==> run_1/met1.png <==
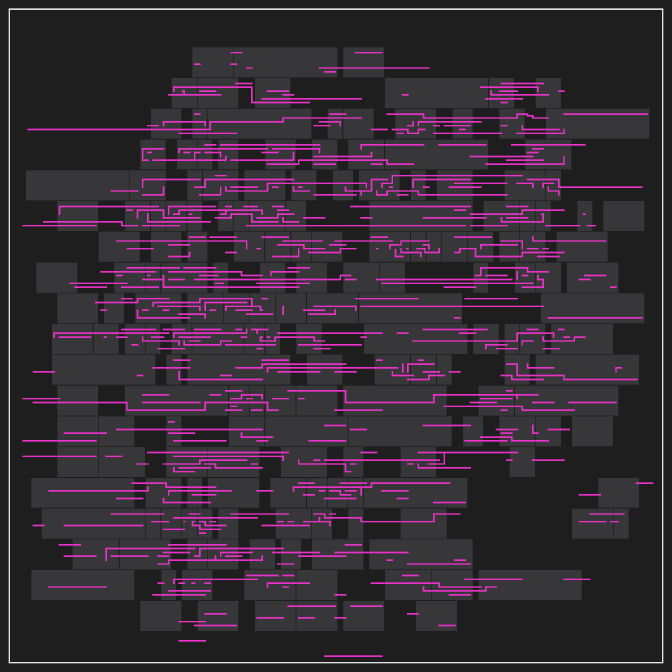
==> run_1/met2.png <==
The bar under the picture is 20 um long.
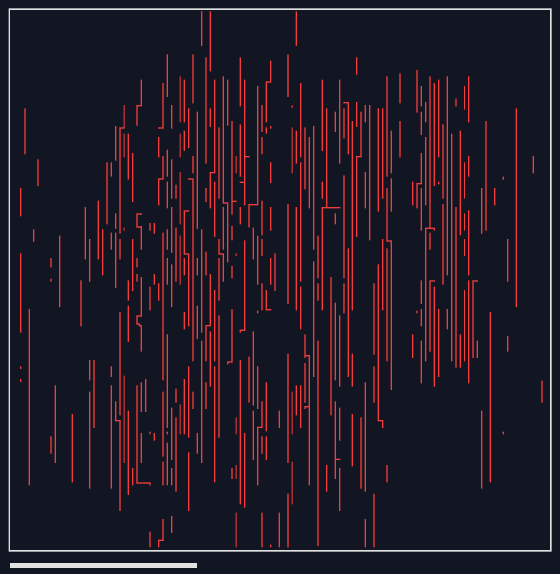
==> run_1/met3.png <==
The bar under the picture is 20 um long.
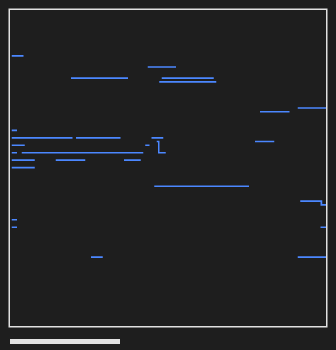
==> run_1/final_clocks.png <==
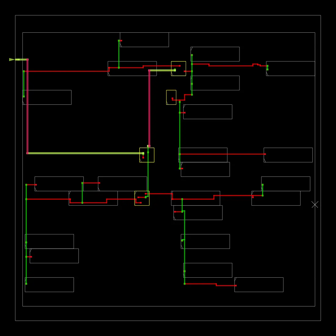
### src/rtl/wash_cycle_ctrl.sv
// wash_cycle_ctrl: coin-operated washer controller with self-timed soak/wash/rinse/spin phases
// Ports:
//   clk, reset (async, active-high), tick (phase time base enable)
//   botao_50cent / botao_1real: coin pulses (+1 / +2 credit units), cancelar: refund in ESPERA
//   lid_r: lid open, n_rodadas: requested wash/rinse rounds (latched at start)
//   molho/lavar/enxague/centrifugar/pausar/parada: one-hot phase decode of the state
//   credito: current credit, troco/troco_valid: change pulse, fim: cycle-complete pulse
module wash_cycle_ctrl #(
  parameter int PRICE       = 4,
  parameter int CREDIT_W    = 4,
  parameter int T_MOLHO     = 8,
  parameter int T_LAVAR     = 12,
  parameter int T_ENXAGUE   = 6,
  parameter int T_CENTRIF   = 10,
  parameter int TMR_W       = 8,
  parameter int MAX_RODADAS = 3
) (
  input  logic                clk,
  input  logic                reset,
  input  logic                tick,
  input  logic                botao_50cent,
  input  logic                botao_1real,
  input  logic                cancelar,
  input  logic                lid_r,
  input  logic [1:0]          n_rodadas,
  output logic                molho,
  output logic                lavar,
  output logic                enxague,
  output logic                centrifugar,
  output logic                pausar,
  output logic                parada,
  output logic [CREDIT_W-1:0] credito,
  output logic [CREDIT_W-1:0] troco,
  output logic                troco_valid,
  output logic                fim
);
  localparam int RW = $clog2(MAX_RODADAS + 1);
  typedef enum logic [2:0] {S_ESPERA, S_MOLHO, S_LAVAR, S_ENXAGUE, S_CENTRIF, S_PAUSAR} state_t;
  state_t              r_state;
  logic [TMR_W-1:0]    r_timer;
  logic [RW-1:0]       r_rod;
  logic [CREDIT_W-1:0] r_credito;
  logic [CREDIT_W-1:0] r_troco;
  logic                r_tv;
  logic                r_fim;
  logic [CREDIT_W:0]   w_sum;
  logic                w_start;
  logic                w_last;
  logic [RW-1:0]       w_rod;
  assign w_sum   = {1'b0, r_credito} + {{(CREDIT_W-1){1'b0}}, botao_1real, botao_50cent};
  assign w_start = r_credito >= CREDIT_W'(PRICE) && !lid_r;
  // final tick of the current phase: exit on this edge instead of decrementing
  assign w_last  = tick && r_timer == TMR_W'(1);
  assign w_rod   = RW'(n_rodadas == 2'd0 ? 1 :
                       (int'(n_rodadas) > MAX_RODADAS ? MAX_RODADAS : int'(n_rodadas)));
  always_ff @(posedge clk or posedge reset) begin
    if (reset) begin
      r_state   <= S_ESPERA;
      r_timer   <= '0;
      r_rod     <= '0;
      r_credito <= '0;
      r_troco   <= '0;
      r_tv      <= 1'b0;
      r_fim     <= 1'b0;
    end else begin
      r_tv  <= 1'b0;
      r_fim <= 1'b0;
      case (r_state)
        S_ESPERA:
          if (w_start) begin
            r_state   <= S_MOLHO;
            r_timer   <= TMR_W'(T_MOLHO);
            r_rod     <= w_rod;
            r_troco   <= r_credito - CREDIT_W'(PRICE);
            r_tv      <= 1'b1;
            r_credito <= '0;
          end else if (cancelar && r_credito != '0) begin
            r_troco   <= r_credito;
            r_tv      <= 1'b1;
            r_credito <= '0;
          end else begin
            // at most +3 per cycle, so a single carry bit flags saturation
            r_credito <= w_sum[CREDIT_W] ? '1 : w_sum[CREDIT_W-1:0];
          end
        S_MOLHO:
          if (w_last) begin
            r_state <= S_LAVAR;
            r_timer <= TMR_W'(T_LAVAR);
          end else if (tick) r_timer <= r_timer - TMR_W'(1);
        S_LAVAR:
          if (w_last) begin
            r_state <= S_ENXAGUE;
            r_timer <= TMR_W'(T_ENXAGUE);
          end else if (tick) r_timer <= r_timer - TMR_W'(1);
        S_ENXAGUE:
          if (w_last) begin
            r_rod   <= r_rod - RW'(1);
            r_state <= r_rod <= RW'(1) ? S_CENTRIF : S_LAVAR;
            r_timer <= r_rod <= RW'(1) ? TMR_W'(T_CENTRIF) : TMR_W'(T_LAVAR);
          end else if (tick) r_timer <= r_timer - TMR_W'(1);
        S_CENTRIF:
          // lid-open wins over expiry and leaves the remaining time untouched
          if (lid_r) r_state <= S_PAUSAR;
          else if (w_last) begin
            r_state <= S_ESPERA;
            r_timer <= '0;
            r_fim   <= 1'b1;
          end else if (tick) r_timer <= r_timer - TMR_W'(1);
        S_PAUSAR:
          if (!lid_r) r_state <= S_CENTRIF;
        default: r_state <= S_ESPERA;
      endcase
    end
  end
  assign parada      = r_state == S_ESPERA;
  assign molho       = r_state == S_MOLHO;
  assign lavar       = r_state == S_LAVAR;
  assign enxague     = r_state == S_ENXAGUE;
  assign centrifugar = r_state == S_CENTRIF;
  assign pausar      = r_state == S_PAUSAR;
  assign credito     = r_credito;
  assign troco       = r_troco;
  assign troco_valid = r_tv;
  assign fim         = r_fim;
endmodule

### config.mk
export PLATFORM = sky130hd
export DESIGN_NAME = wash_cycle_ctrl
export DESIGN_NICKNAME = d
export VERILOG_FILES = /design/src/rtl/wash_cycle_ctrl.sv
export SDC_FILE = /design/constraint.sdc
export NUM_CORES = 1
export LEC_CHECK = 0
export CAP_MARGIN = 20
export CORE_MARGIN = 1
export CORE_UTILIZATION = 50
export DETAILED_ROUTE_END_ITERATION = 8
export PLACE_DENSITY = 0.85
export RECOVER_POWER = 50
export SLEW_MARGIN = 20
export SYNTH_ARGS = -nofsm -noshare
export SYNTH_HDL_FRONTEND = slang
export SYNTH_SLANG_ARGS = --single-unit
### constraint.sdc
create_clock -name clk -period 2.9 [get_ports clk]
set_clock_uncertainty 0.05 [all_clocks]
set_input_delay 0.29 -clock clk [delete_from_list [all_inputs] [get_ports clk]]
set_output_delay 0.29 -clock clk [all_outputs]
set_load 0.01 [all_outputs]
==> flow_summary_export.csv, run 1 <==
group,metric,value,unit
outcome,outcome,"finished with violations",
outcome,violations,"design-rule violations",
logic_synthesis,topCombFamilyByArea,"AND-OR/OR-AND gates",
power_and_ir_drop,p_switching,0.707,mW
clock_network,cts.sinks,23,
logic_synthesis,syn_area_per_cell,9.39,um^2
layout,fin_cells,217,
worst_setup_path,r2r-start,"r_timer[1]",
layout,logic_area,877,um^2
logic_synthesis,synthSimpleGateAreaFrac,21.1,%
worst_setup_path,worstPathArrival,2090,ps
logic_synthesis,syn_area,0.00155,mm^2
grt,antenna_found_initial,0,
worst_setup_path,crit_path_end_kind,"output pin",
power_and_ir_drop,leakagePower,0.810,nW
logic_synthesis,synth_warnings,0,
drt,drc,1,
logic_synthesis,edf_count,0,
layout,seq_share,31.7,%
hold_path,holdPathEnd,"troco[0]",
layout,largest_class,"multi-input combinational cells",
placed_design,dp_hpwl,2.57,mm
layout,syn_to_final_growth,17.2,%
layout,nFillCells,248,
power_and_ir_drop,power_leader,"combinational cells",
worst_setup_path,critPathMaxFanout,18,
die,initial_core_util,54.3,%
sta,timing.final.crit_share,83.8,%
layout,comb_share,48.3,%
power_and_ir_drop,p_int,0.945,mW
layout,antenna_cells,0,
logic_synthesis,synth_cell_types,57,
Back to the opening pictures, met1.png:
nets with wire on the layer = 187
main direction = horizontal
share of all routed wire = 45%
longest straight run = 19.3 um
wire length on this layer = 1,530 um
total wire length: 3.44 mm
vias: 1,369
Global Route met1 Usage: 29.7%

Back to the opening pictures, met2.png:
longest straight run = 24.1 um
main direction = vertical
share of all routed wire = 50%
wire length on this layer = 1,730 um
nets with wire on the layer = 176
met2 usage: 39.5%

Back to the opening pictures, met3.png:
main direction = horizontal
wire length on this layer = 145 um
longest straight run = 21.8 um
share of all routed wire = 4.2%
nets with wire on the layer = 25
global routing usage on met3: 3.13%

Back to the opening pictures, final_clocks.png:
Seq Cell Count: 23
worst skew pair latency: 310 ps
Num CTS Buffers: 3
P_clk: 0.148 mW
# clk buffers: 3

==> run_1/wire_density.png <==
The bar under the picture is 20 um long. The die is cut into 12 by 12 equal tiles; dark purple is low, yellow is high, scaled to the fullest tile. Values are wire area over tile area, all layers added.
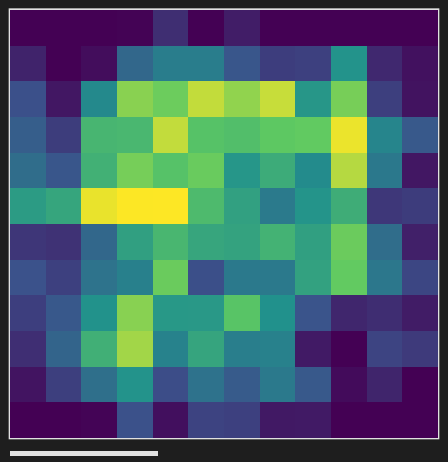

## Run 2: what changed since run 1
- CORE_UTILIZATION: 50 -> 48
- PLACE_DENSITY: 0.85 -> 0.86
- clock period: 2.9 -> 2 ns (I/O delays scaled with it)
==> run_2/wire_density.png <==
The bar under the picture is 20 um long. The die is cut into 12 by 12 equal tiles; dark purple is low, yellow is high, scaled to the fullest tile. Values are wire area over tile area, all layers added.
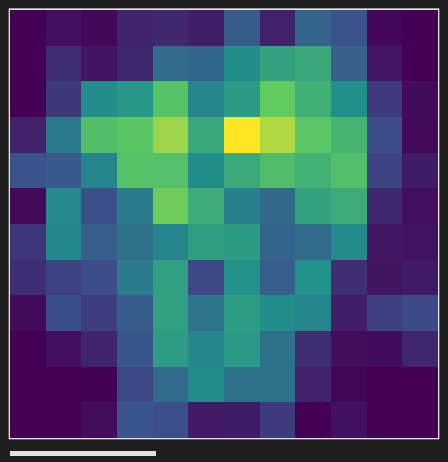
mean over tiles = 0.15
emptiest ninth of the die = bottom right
nearly empty tiles = 13%
gr usage total: 21.1%
total wire length: 3.45 mm
vias: 1,371
DR WL/cell: 14.2 um

==> run 2 against run 1 <==
Effect of this change:
- first-iteration DRC count decreased by 14%
- the run now ends clean
- critical endpoint is now troco[2]
- hold slack improved by 5.3 ps
- sequential share of layout area decreased by 2.3 points
- final cell count increased by 12%
- largest cell class unchanged
==> flow_summary_export.csv, run 2 <==
group,metric,value,unit
layout,logic_area,905,um^2
layout,nFillCells,258,
layout,clock_buffers,4,
sta,max_slew_margin,17.5,%
clock_network,cts_tree,"done",
drt,routed.top_layer,"met4",
worst_setup_path,r2r-start,"credito[2]",
worst_setup_path,cp.required,2160,ps
power_and_ir_drop,p_int,1.45,mW
logic_synthesis,synthSimpleGateAreaFrac,21.1,%
clock_network,cts.sinks,23,
logic_synthesis,topCombFamilyByArea,"AND-OR/OR-AND gates",
placed_design,port_buffers,24,
sta,finalHoldViolCount,0,
layout,syn_to_final_growth,26.3,%
worst_setup_path,worstPathArrival,2090,ps
sta,timing.final.crit_share,96.5,%
sta,tightest_slew,1240,ps
grt,gr-usage-met3,2.20,%
outcome,outcome,"finished, final reports clean",
hold_path,holdPathEnd,"troco[2]",
layout,seq_share,29.4,%
logic_synthesis,synth_warnings,0,
power_and_ir_drop,ir_worst_vdd,0.000581,V
clock_network,cts_buffers,3,
layout,antenna_cells,0,
power_and_ir_drop,power_leader,"combinational cells",
layout,stdcell_area,0.00196,mm^2
power_and_ir_drop,p_switching,1.06,mW
worst_setup_path,crit_path_end_kind,"flip-flop",
worst_setup_path,cp_slowest_cell,"or3b_2",
power_and_ir_drop,clock_net_power,0.214,mW
grt,met1_usage,27.1,%
placed_design,dp_hpwl,2.63,mm
job,stage_log_warnings,29,
grt,use_met2,37.3,%
die,initial_core_util,50.7,%
layout,largest_class,"multi-input combinational cells",
drt,drc,0,
clock_network,clk_latency,310,ps
logic_synthesis,area_leaders,"dfrtp_1 (37%), ha_1 (6.5%), a31oi_1 (3.6%), o21ai_0 (3.6%), inv_1 (2.9%)",
logic_synthesis,synth_cell_types,57,
power_and_ir_drop,sw_frac_of_total,42.1,%
placed_design,dp.cells,238,
worst_setup_path,critPathMaxFanout,6,
No activity file was given, so power comes from the tool's default toggle rates.
